### Signal wires on met1, run 1

The bar under the picture is 20 µm long. Supply wires on this layer in grey.
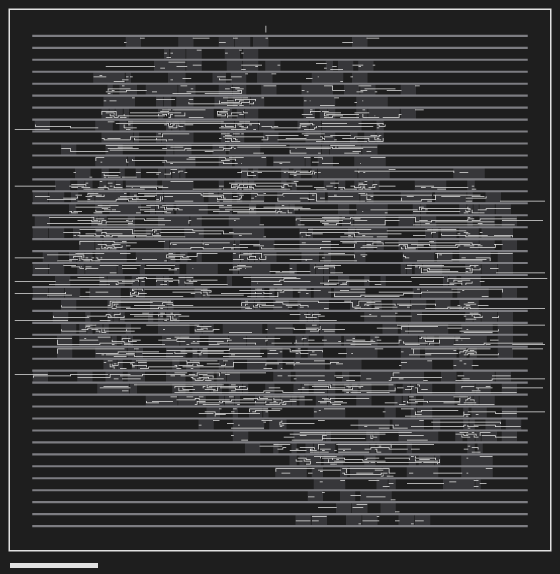
### Routing congestion, run 1

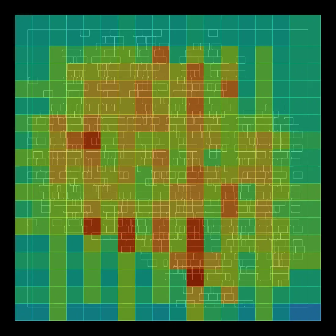
### Zoomed window, run 1

The bar under the picture is 10 µm long. Region (41, 17) to (81, 57) µm. Cells in grey, sequential cells in the stronger grey; small squares are vias.
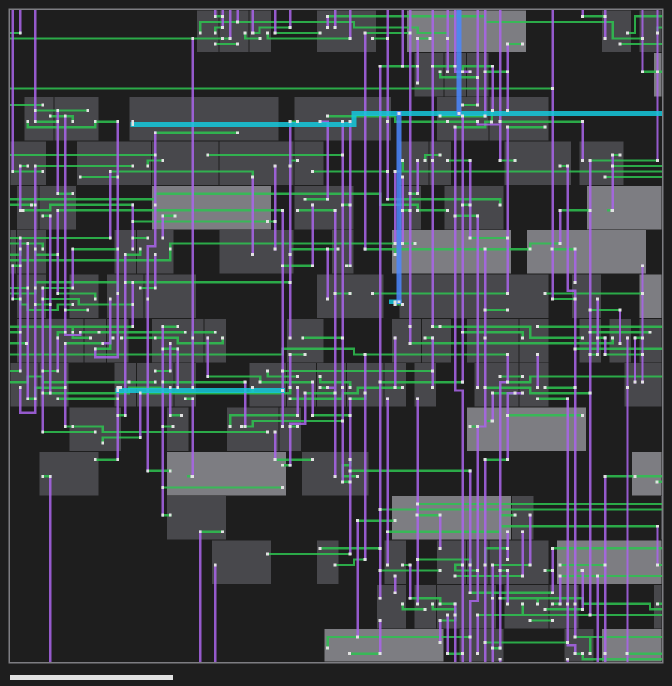
### Cell sizes after repair, run 1

The bar under the picture is 20 µm long.
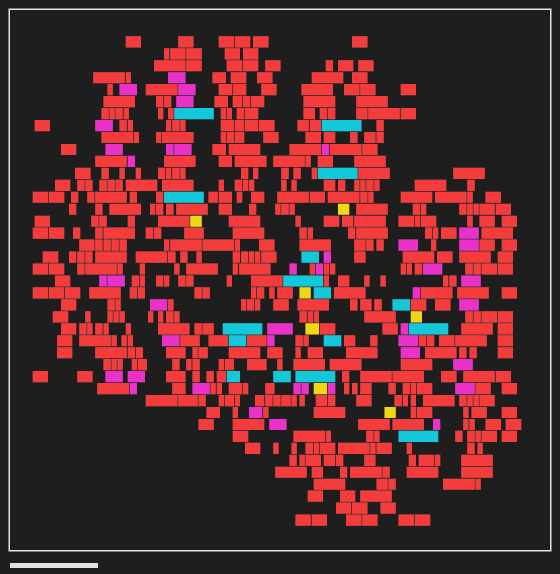
[config.mk]
export PLATFORM = sky130hd
export DESIGN_NAME = if_fetch_stage_flat
export DESIGN_NICKNAME = d
export VERILOG_FILES = /design/src/rtl/if_fetch_stage_if.sv /design/src/rtl/if_fetch_stage.sv /design/src/flat_wrapper.sv
export SDC_FILE = /design/constraint.sdc
export NUM_CORES = 1
export LEC_CHECK = 0
export CAP_MARGIN = 20
export CORE_MARGIN = 5
export CORE_UTILIZATION = 32
export CTS_CLUSTER_DIAMETER = 30
export DETAILED_ROUTE_END_ITERATION = 8
export GPL_TIMING_DRIVEN = 0
export SKIP_CTS_REPAIR_TIMING = 1
export SLEW_MARGIN = 20
export SYNTH_ARGS = -nofsm -noshare
export SYNTH_HDL_FRONTEND = slang
export SYNTH_SLANG_ARGS = --single-unit
[constraint.sdc]
create_clock -name clk -period 4.7 [get_ports clk]
set_input_delay 0.94 -clock clk [delete_from_list [all_inputs] [get_ports clk]]
set_output_delay 0.94 -clock clk [all_outputs]
set_load 0.005 [all_outputs]
[src/rtl/if_fetch_stage_if.sv]
// rtl/if_fetch_stage_if.sv - instruction memory and IF->ID handshake bundle
interface if_fetch_stage_if #(
  parameter int PC_BITS    = 13,
  parameter int INSTR_BITS = 16
);
  logic                  imem_req;
  logic [PC_BITS-1:0]    imem_addr;
  logic                  imem_ack;
  logic [INSTR_BITS-1:0] imem_rdata;
  logic                  if_valid;
  logic [INSTR_BITS-1:0] if_instr;
  logic [PC_BITS-1:0]    if_pc;
  logic                  id_ready;

  modport master (
    output imem_req, imem_addr, if_valid, if_instr, if_pc,
    input  imem_ack, imem_rdata, id_ready
  );

  modport slave (
    input  imem_req, imem_addr, if_valid, if_instr, if_pc,
    output imem_ack, imem_rdata, id_ready
  );
endinterface

[src/rtl/if_fetch_stage.sv]
// rtl/if_fetch_stage.sv - IF stage: PC register, imem request/ack, skid-buffered output to ID
module if_fetch_stage #(
  parameter int                 PC_BITS    = 13,
  parameter int                 INSTR_BITS = 16,
  parameter logic [PC_BITS-1:0] RESET_PC   = '0
) (
  input  logic               clk,
  input  logic               rst,
  input  logic [PC_BITS-1:0] npc_in,
  input  logic               redirect,
  output logic [PC_BITS-1:0] pc_plus1,
  if_fetch_stage_if.master   bus
);

  typedef enum logic [1:0] {FETCH, STALL, DRAIN} state_t;

  state_t                state, state_nxt;
  logic [PC_BITS-1:0]    pc, pc_nxt;
  logic [PC_BITS-1:0]    req_addr, req_addr_nxt;
  logic [INSTR_BITS-1:0] skid_instr, skid_instr_nxt;
  logic [PC_BITS-1:0]    skid_pc, skid_pc_nxt;
  logic                  out_valid, out_valid_nxt;
  logic [INSTR_BITS-1:0] out_instr, out_instr_nxt;
  logic [PC_BITS-1:0]    out_pc, out_pc_nxt;
  logic                  slot_free;

  assign pc_plus1      = pc + 1'b1;
  assign slot_free     = !out_valid || bus.id_ready;
  // While draining, the memory still owns the old address; pc already holds the target.
  assign bus.imem_addr = (state == DRAIN) ? req_addr : pc;
  assign bus.imem_req  = ((state == FETCH) || (state == DRAIN)) && !rst;
  assign bus.if_valid  = out_valid;
  assign bus.if_instr  = out_instr;
  assign bus.if_pc     = out_pc;

  always_ff @(posedge clk) begin
    if (rst) begin
      state      <= FETCH;
      pc         <= RESET_PC;
      req_addr   <= RESET_PC;
      skid_instr <= '0;
      skid_pc    <= '0;
      out_valid  <= 1'b0;
      out_instr  <= '0;
      out_pc     <= '0;
    end else begin
      state      <= state_nxt;
      pc         <= pc_nxt;
      req_addr   <= req_addr_nxt;
      skid_instr <= skid_instr_nxt;
      skid_pc    <= skid_pc_nxt;
      out_valid  <= out_valid_nxt;
      out_instr  <= out_instr_nxt;
      out_pc     <= out_pc_nxt;
    end
  end

  always_comb begin
    state_nxt      = state;
    pc_nxt         = pc;
    req_addr_nxt   = req_addr;
    skid_instr_nxt = skid_instr;
    skid_pc_nxt    = skid_pc;
    out_valid_nxt  = out_valid;
    out_instr_nxt  = out_instr;
    out_pc_nxt     = out_pc;

    case (state)
      FETCH: begin
        if (redirect) begin
          out_valid_nxt = 1'b0;
          pc_nxt        = npc_in;
          if (!bus.imem_ack) begin
            req_addr_nxt = pc;
            state_nxt    = DRAIN;
          end
        end else if (bus.imem_ack) begin
          pc_nxt = npc_in;
          if (slot_free) begin
            out_valid_nxt = 1'b1;
            out_instr_nxt = bus.imem_rdata;
            out_pc_nxt    = pc;
          end else begin
            skid_instr_nxt = bus.imem_rdata;
            skid_pc_nxt    = pc;
            state_nxt      = STALL;
          end
        end else if (bus.id_ready) begin
          out_valid_nxt = 1'b0;
        end
      end

      STALL: begin
        if (redirect) begin
          out_valid_nxt = 1'b0;
          pc_nxt        = npc_in;
          state_nxt     = FETCH;
        end else if (bus.id_ready) begin
          out_instr_nxt = skid_instr;
          out_pc_nxt    = skid_pc;
          state_nxt     = FETCH;
        end
      end

      DRAIN: begin
        if (redirect) begin
          out_valid_nxt = 1'b0;
          pc_nxt        = npc_in;
        end else if (bus.imem_ack) begin
          state_nxt = FETCH;
        end
      end

      default: state_nxt = FETCH;
    endcase
  end

endmodule

[src/flat_wrapper.sv]
// flat-port wrapper written by rule: the top's interface ports become plain ports
module if_fetch_stage_flat 
#(
  parameter int                 PC_BITS    = 13,
  parameter int                 INSTR_BITS = 16,
  parameter logic [PC_BITS-1:0] RESET_PC   = '0
)
  (clk, rst, npc_in, redirect, pc_plus1, bus_imem_req, bus_imem_addr, bus_if_valid, bus_if_instr, bus_if_pc, bus_imem_ack, bus_imem_rdata, bus_id_ready);
  if_fetch_stage_if #(.PC_BITS(PC_BITS), .INSTR_BITS(INSTR_BITS)) bus_i ();
  input  logic clk;
  input  logic rst;
  input  logic [PC_BITS-1:0] npc_in;
  input  logic redirect;
  output logic [PC_BITS-1:0] pc_plus1;
  output wire logic [$bits(bus_i.imem_req)-1:0] bus_imem_req;
  output wire logic [$bits(bus_i.imem_addr)-1:0] bus_imem_addr;
  output wire logic [$bits(bus_i.if_valid)-1:0] bus_if_valid;
  output wire logic [$bits(bus_i.if_instr)-1:0] bus_if_instr;
  output wire logic [$bits(bus_i.if_pc)-1:0] bus_if_pc;
  input wire logic [$bits(bus_i.imem_ack)-1:0] bus_imem_ack;
  input wire logic [$bits(bus_i.imem_rdata)-1:0] bus_imem_rdata;
  input wire logic [$bits(bus_i.id_ready)-1:0] bus_id_ready;
  assign bus_imem_req = bus_i.imem_req;
  assign bus_imem_addr = bus_i.imem_addr;
  assign bus_if_valid = bus_i.if_valid;
  assign bus_if_instr = bus_i.if_instr;
  assign bus_if_pc = bus_i.if_pc;
  assign bus_i.imem_ack = bus_imem_ack;
  assign bus_i.imem_rdata = bus_imem_rdata;
  assign bus_i.id_ready = bus_id_ready;
  if_fetch_stage #(.PC_BITS(PC_BITS), .INSTR_BITS(INSTR_BITS), .RESET_PC(RESET_PC)) u_core (.clk(clk), .rst(rst), .npc_in(npc_in), .redirect(redirect), .pc_plus1(pc_plus1), .bus(bus_i));
endmodule
==> impl_metrics.ini, run 1 <==
; yosys + openroad results
[place]
portBuffers = 88
dp_hpwl_um = 8420
place_inst = 733
preCtsSetupSlack_ps = 1510
globalplace.congestion = 0.816

[grt]
grt-ovfl-total = 0
first_global_vias = 3580
grt_pass1_wl_um = 17700
antenna_found_initial = 0

[cts]
insertion_delay_ps = 340
clk_path_buf_depth = 2
clock_sinks = 87
clkTransAtPathRegs_ps = 60
cts-root-buf = clkbuf_16
cts_buffers = 9
cts_tree = yes

[pwr]
leakagePower_uw = 0.00183
swShare = 0.287
pwr-share-comb = 0.237
vdd_ir_drop_max_uv = 178
power.net_switching_uw = 559
clkPwrFrac = 0.338

[final_timing]
fin_ws_ps = 1260
fin_crit_sh = 0.732
rsz0062_at_grt = false
relSlewSlack = 0.576
finalCriticalPeriod_ps = 3440
timing.final.setup_violations = 0
clock.fmax_mhz = 291
slew_viol_final = 0
worst_pin_slew_ps = 636

[hold_path]
hold_class = reg -> reg

[synth]
synth_top_area_share = 0.427
synth_stat.cells = 473
netlist_instances = 473
numSynthFlops = 87
netlist_area_um2 = 4080
post-synth-top-area-cell = dfxtp_1
yosysChipArea_um2 = 4080
yosysWarnings = 0
top_cells_by_area = dfxtp_1 (43%), a21oi_1 (11%), nand2_1 (8.4%)

[worst_setup_path]
arrival_ps = 2500
cp_slowest_stage_delay_ps = 470
required_ps = 3760

[die]
fp.dieW_um = 123
die_h_um = 123
chip_area_um2 = 15100

[final_layout]
most-common-layout-cells = nand2_1 (91), a21oi_1 (88), clkdlybuf4s50_1 (88)
drive_above_1_share = 0.111

[job]
log.warning_count = 32
cap_violations = 0

[route]
drtAntennaViolNets = 0
via_per_inst = 4.85
drt-initial-drc-count = 224
drc = 0

[status]
status = finished clean
-- 'Signal wires on met1' (at the start) --
main direction: horizontal
share of all routed wire: 46%
wire length on this layer: 5160 µm
longest straight run: 40.9 µm
total wire length: 11300 µm
GR Layer Usage met1: 0.194
via count: 3636

-- 'Routing congestion' (at the start) --
Global Route met2 Usage: 0.246
Wirelength per Cell: 15.1 µm
GRT Total Usage: 0.151
GR peak layer: met2

-- 'Zoomed window' (at the start) --
[purple] met2
[green] met1
[blue] met4
[cyan] met3
most frequent: nand2_1 (15), a21oi_1 (14), dfxtp_1 (11)
cells with their middle in the window: 98
netlist names of flops here include: u_core.skid_instr (4), u_core.bus.if_instr (3)
sequential cells in the window: 11

-- 'Cell sizes after repair' (at the start) --
[cyan] drive 6 and up | cells: 16 | share: 2.8%
[red] drive 1 or less | cells: 513 | share: 89%
[yellow] drive 3 to 4 | cells: 7 | share: 1.2%
[magenta] drive 2 | cells: 41 | share: 7.1%
Finished Cell Area: 5440 µm²
Area Overhead vs Synth: 33.6%
non-clock buffer count: 134

-- run 1: flip-flops by register name, indices dropped and copies added (netlist names) --
register,count
u_core.pc,13
u_core.bus.if_pc,13
u_core.bus.if_instr,16
u_core.req_addr,13
u_core.state,2
u_core.bus.if_valid,1
u_core.skid_pc,13
u_core.skid_instr,16
-- run 1: cell families (layout without fill, tap and decap cells) --
logic type,count (synthesis),after routing,share of synthesized area
xor gates and xnor gates,11,11,0.0236
AOI/OAI and AO/OA,140,140,0.209
and+or+nand+nor,128,128,0.135
DFF,87,87,0.427
muxes,44,44,0.112
buffers and inverters,55,159,0.0682
adders and majority gates,8,8,0.0246
-- run 1: metrics by stage --
| step | total power [µW] | hold slack [ps] |
|---|---|---|
| floorplan | 1090 | 433 |
| global placement | 1300 | 439 |
| detailed placement | 1310 | 447 |
| CTS | 1970 | 455 |
| global route | 2050 | 470 |
| finish | 1950 | 453 |
-- run 1: final timing paths --
path                                    start                             endpoint  slack (ps)  depth (start not counted)
max              u_core.state[0]$_SDFFE_PP0P_                     bus_imem_addr[9]        1260                          5
min          u_core.req_addr[11]$_SDFFE_PP0P_     u_core.req_addr[11]$_SDFFE_PP0P_         450                          2
max reg2reg      u_core.state[0]$_SDFFE_PP0P_  u_core.bus.if_instr[6]$_SDFFE_PP0P_        2620                          9
min reg2reg  u_core.req_addr[11]$_SDFFE_PP0P_     u_core.req_addr[11]$_SDFFE_PP0P_         450                          2
-- run 1: worst min-delay path, stage by stage, from the launching register on --
cell,delay [ps]
dfxtp_1,310
nand2_1,50
a21oi_1,50
-- run 1: cells in the mapped netlist --
cell / number
nand2_1: 91
a21oi_1: 88
dfxtp_1: 87
mux2i_1: 30
clkbuf_1: 24
a211oi_1: 19
nand3_1: 19
o21ai_0: 15
mux2_2: 14
buf_2: 12
a211oi_2: 10
inv_1: 9
xnor2_1: 9
ha_1: 8
buf_6: 6
and3_1: 3
buf_4: 3
nor2_1: 3
and4_1: 2
nand4_1: 2
or3_1: 2
xor2_1: 2
a21oi_2: 1
a221oi_1: 1
a31oi_1: 1
a32oi_1: 1
and2_4: 1
buf_1: 1
nand2b_1: 1
nor2b_1: 1
nor3_1: 1
o21a_1: 1
o21ai_1: 1
o22ai_1: 1
o32ai_2: 1
or2_1: 1
or3b_1: 1
-- run 1: power groups by stage --
| stage | combinational [µW] | sequential (µW) | clock (µW) |
|---|---|---|---|
| floorplan | 252 | 835 | 0 |
| global placement | 458 | 841 | 0 |
| detailed placement | 464 | 843 | 0 |
| CTS | 467 | 826 | 674 |
| global route | 508 | 832 | 706 |
| finish | 461 | 827 | 659 |
-- run 1: area by class of cell --
| type | count | area, µm² |
|---|---|---|
| multi-input combinational | 331 | 2060 |
| inverter | 9 | 33.8 |
| fill | 1242 | 7120 |
| sequential | 87 | 1740 |
| buffer | 46 | 244 |
| tap | 172 | 215 |
| timing repair buffer | 88 | 881 |
| clock inverter | 7 | 47.5 |
| clock buffer | 9 | 225 |
-- run 1: layer usage --
metal / share of wire / up-vias / GRT usage
met5: 0 / - / 0
met3: 0.051 / 12 / 0.0401
met4: 0.013 / 0 / 0.0490
li1: - / 1845 / -
met1: 0.46 / 1707 / 0.194
met2: 0.48 / 72 / 0.246
--- run 2 (diff from run 1) ---
==> constraint.sdc (replaced) <==
create_clock -name clk -period 3.5 [get_ports clk]
set_input_delay 0.7 -clock clk [delete_from_list [all_inputs] [get_ports clk]]
set_output_delay 0.7 -clock clk [all_outputs]
set_load 0.005 [all_outputs]
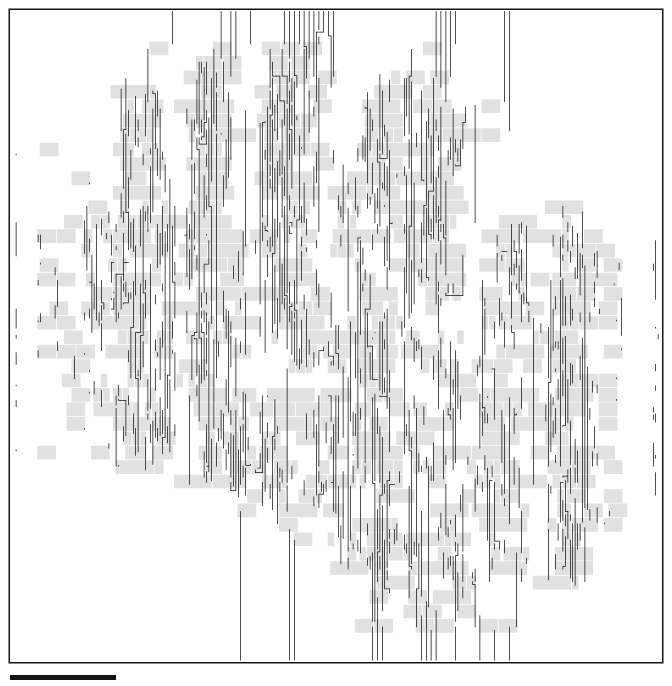
*Met2 routing, run 2*
The bar under the picture is 20 µm long.
longest straight run: 45.9 µm
wire length on this layer: 5400 µm
share of all routed wire: 48%

==> impl_metrics.ini, run 2 <==
; yosys + openroad results
[status]
status = finished clean

[synth]
synth_stat.cells = 473
top_cells_by_area = dfxtp_1 (43%), a21oi_1 (11%), nand2_1 (8.4%)
yosysWarnings = 0
synth_top_cell_by_count = nand2_1
flop_cell = dfxtp_1
netlist_instances = 473
yosysChipArea_um2 = 4080
edf_count = 0
synth_top_area_share = 0.427
yosys-top-cells-count = nand2_1 (91), a21oi_1 (88), dfxtp_1 (87)
async_flop_share = 0
post-synth-top-area-cell = dfxtp_1
netlist_area_um2 = 4080
numSynthFlops = 87

[route]
drc = 0
via_per_inst = 4.85
vias = 3636
drtAntennaViolNets = 0
drt_wl_total_um = 11300
wl_per_cell_um = 15.1

[final_layout]
nFillCells = 1242
most-common-layout-cells = nand2_1 (91), a21oi_1 (88), clkdlybuf4s50_1 (88)
syn2layout_area_growth_pct = 33.6
design_area_um2 = 5440
drive_above_1_share = 0.111

[worst_setup_path]
worst-path-stages = 5
arrival_ps = 2500
r2r_setup_slack_ps = 1420
cp_slowest_stage_delay_ps = 470
required_ps = 2800
r2r.worst_path.cells = 9
worstReg2RegEnd = u_core.bus.if_instr[6]$_SDFFE_PP0P_
worst-path-buf-inv = 3
r2r-start = u_core.state[0]$_SDFFE_PP0P_
startpoint = u_core.state[0]$_SDFFE_PP0P_
crit_end = bus_imem_addr[9]

[cts]
cts-root-buf = clkbuf_16
clkTransAtPathRegs_ps = 60
cts_tree = yes
clk_path_buf_depth = 2
clock_sinks = 87
cts_buffers = 9

[die]
chip_area_um2 = 15100
die_h_um = 123
fp-row-count = 41
fp.dieW_um = 123
boundaryPins = 91

[final_timing]
fin_ws_ps = 298
clock.fmax_mhz = 312
fin_crit_sh = 0.915
worst_pin_slew_ps = 636
finalCriticalPeriod_ps = 3200
timing.final.setup_violations = 0
setup_tns_ps = 0
relSlewSlack = 0.576
slew_viol_final = 0

[job]
cap_violations = 0
log.warning_count = 32

[pwr]
leakagePower_uw = 0.00183
vdd_ir_drop_max_uv = 239

[place]
dp_hpwl_um = 8420
place_inst = 733
portBuffers = 88
globalplace.congestion = 0.816
preCtsSetupSlack_ps = 647

[grt]
track_usage = 0.151
grt-ovfl-total = 0
antenna_found_initial = 0
grt_pass1_wl_um = 17700
first_global_vias = 3580

[hold_path]
hold_class = reg -> reg
min_path_cells = 2
## run 2: cell counts in the layout (fill, tap and decap cells not counted)
Identical to the previous run, type by type.
## run 2: kinds of logic (layout without fill, tap and decap cells)
logic type	count (synthesis)	after routing	synth area share
adders and majority gates	8	8	0.0246
AOI/OAI and AO/OA	140	140	0.209
DFF	87	87	0.427
buffers and inverters	55	159	0.0682
and+or+nand+nor	128	128	0.135
xor gates and xnor gates	11	11	0.0236
muxes	44	44	0.112
## run 2: area by class of cell
class,instances,area [µm²],area share
well taps,172,215,0.0395
flip-flops and latches,87,1740,0.320
inverters,9,33.8,0.00621
clock inverters,7,47.5,0.00873
plain buffers,46,244,0.0448
multi-input cells,331,2060,0.378
clock buffers,9,225,0.0414
repair buffers,88,881,0.162
## run 2: worst min path at each step
stage,start,end,slack [ps]
CTS,u_core.req_addr[1]$_SDFFE_PP0P_,u_core.req_addr[1]$_SDFFE_PP0P_,460
global route,u_core.skid_pc[0]$_SDFFE_PP0P_,u_core.skid_pc[0]$_SDFFE_PP0P_,470
floorplan,u_core.req_addr[10]$_SDFFE_PP0P_,u_core.req_addr[10]$_SDFFE_PP0P_,430
finish,u_core.req_addr[11]$_SDFFE_PP0P_,u_core.req_addr[11]$_SDFFE_PP0P_,450
global placement,u_core.req_addr[11]$_SDFFE_PP0P_,u_core.req_addr[11]$_SDFFE_PP0P_,440
detailed placement,u_core.req_addr[1]$_SDFFE_PP0P_,u_core.req_addr[1]$_SDFFE_PP0P_,450
## run 2: stage by stage
step           hold slack [ps]  power (µW)
2_1_floorplan              433        1460
3_3_place_gp               439        1750
3_5_place_dp               447        1760
4_1_cts                    455        2640
5_1_grt                    470        2750
6_report                   453        2610
## run 2: worst min-delay path, delay by kind of cell (launching register included)
family / cells / cell delay, ps
simple gates: 1 / 50
flops: 1 / 310
compound gates: 1 / 50
## run 2: metal layers
layer,share of wire,GRT usage
met2,0.48,0.246
met5,0,0
met3,0.051,0.0401
met1,0.46,0.194
met4,0.013,0.0490
## run 2: power by group
part	switching, µW	internal, µW	leakage (µW)
clock	405	480	0.000132
sequential	50.9	1060	0.000710
combinational	295	325	0.000986
No activity file was given, so power comes from the tool's default toggle rates.
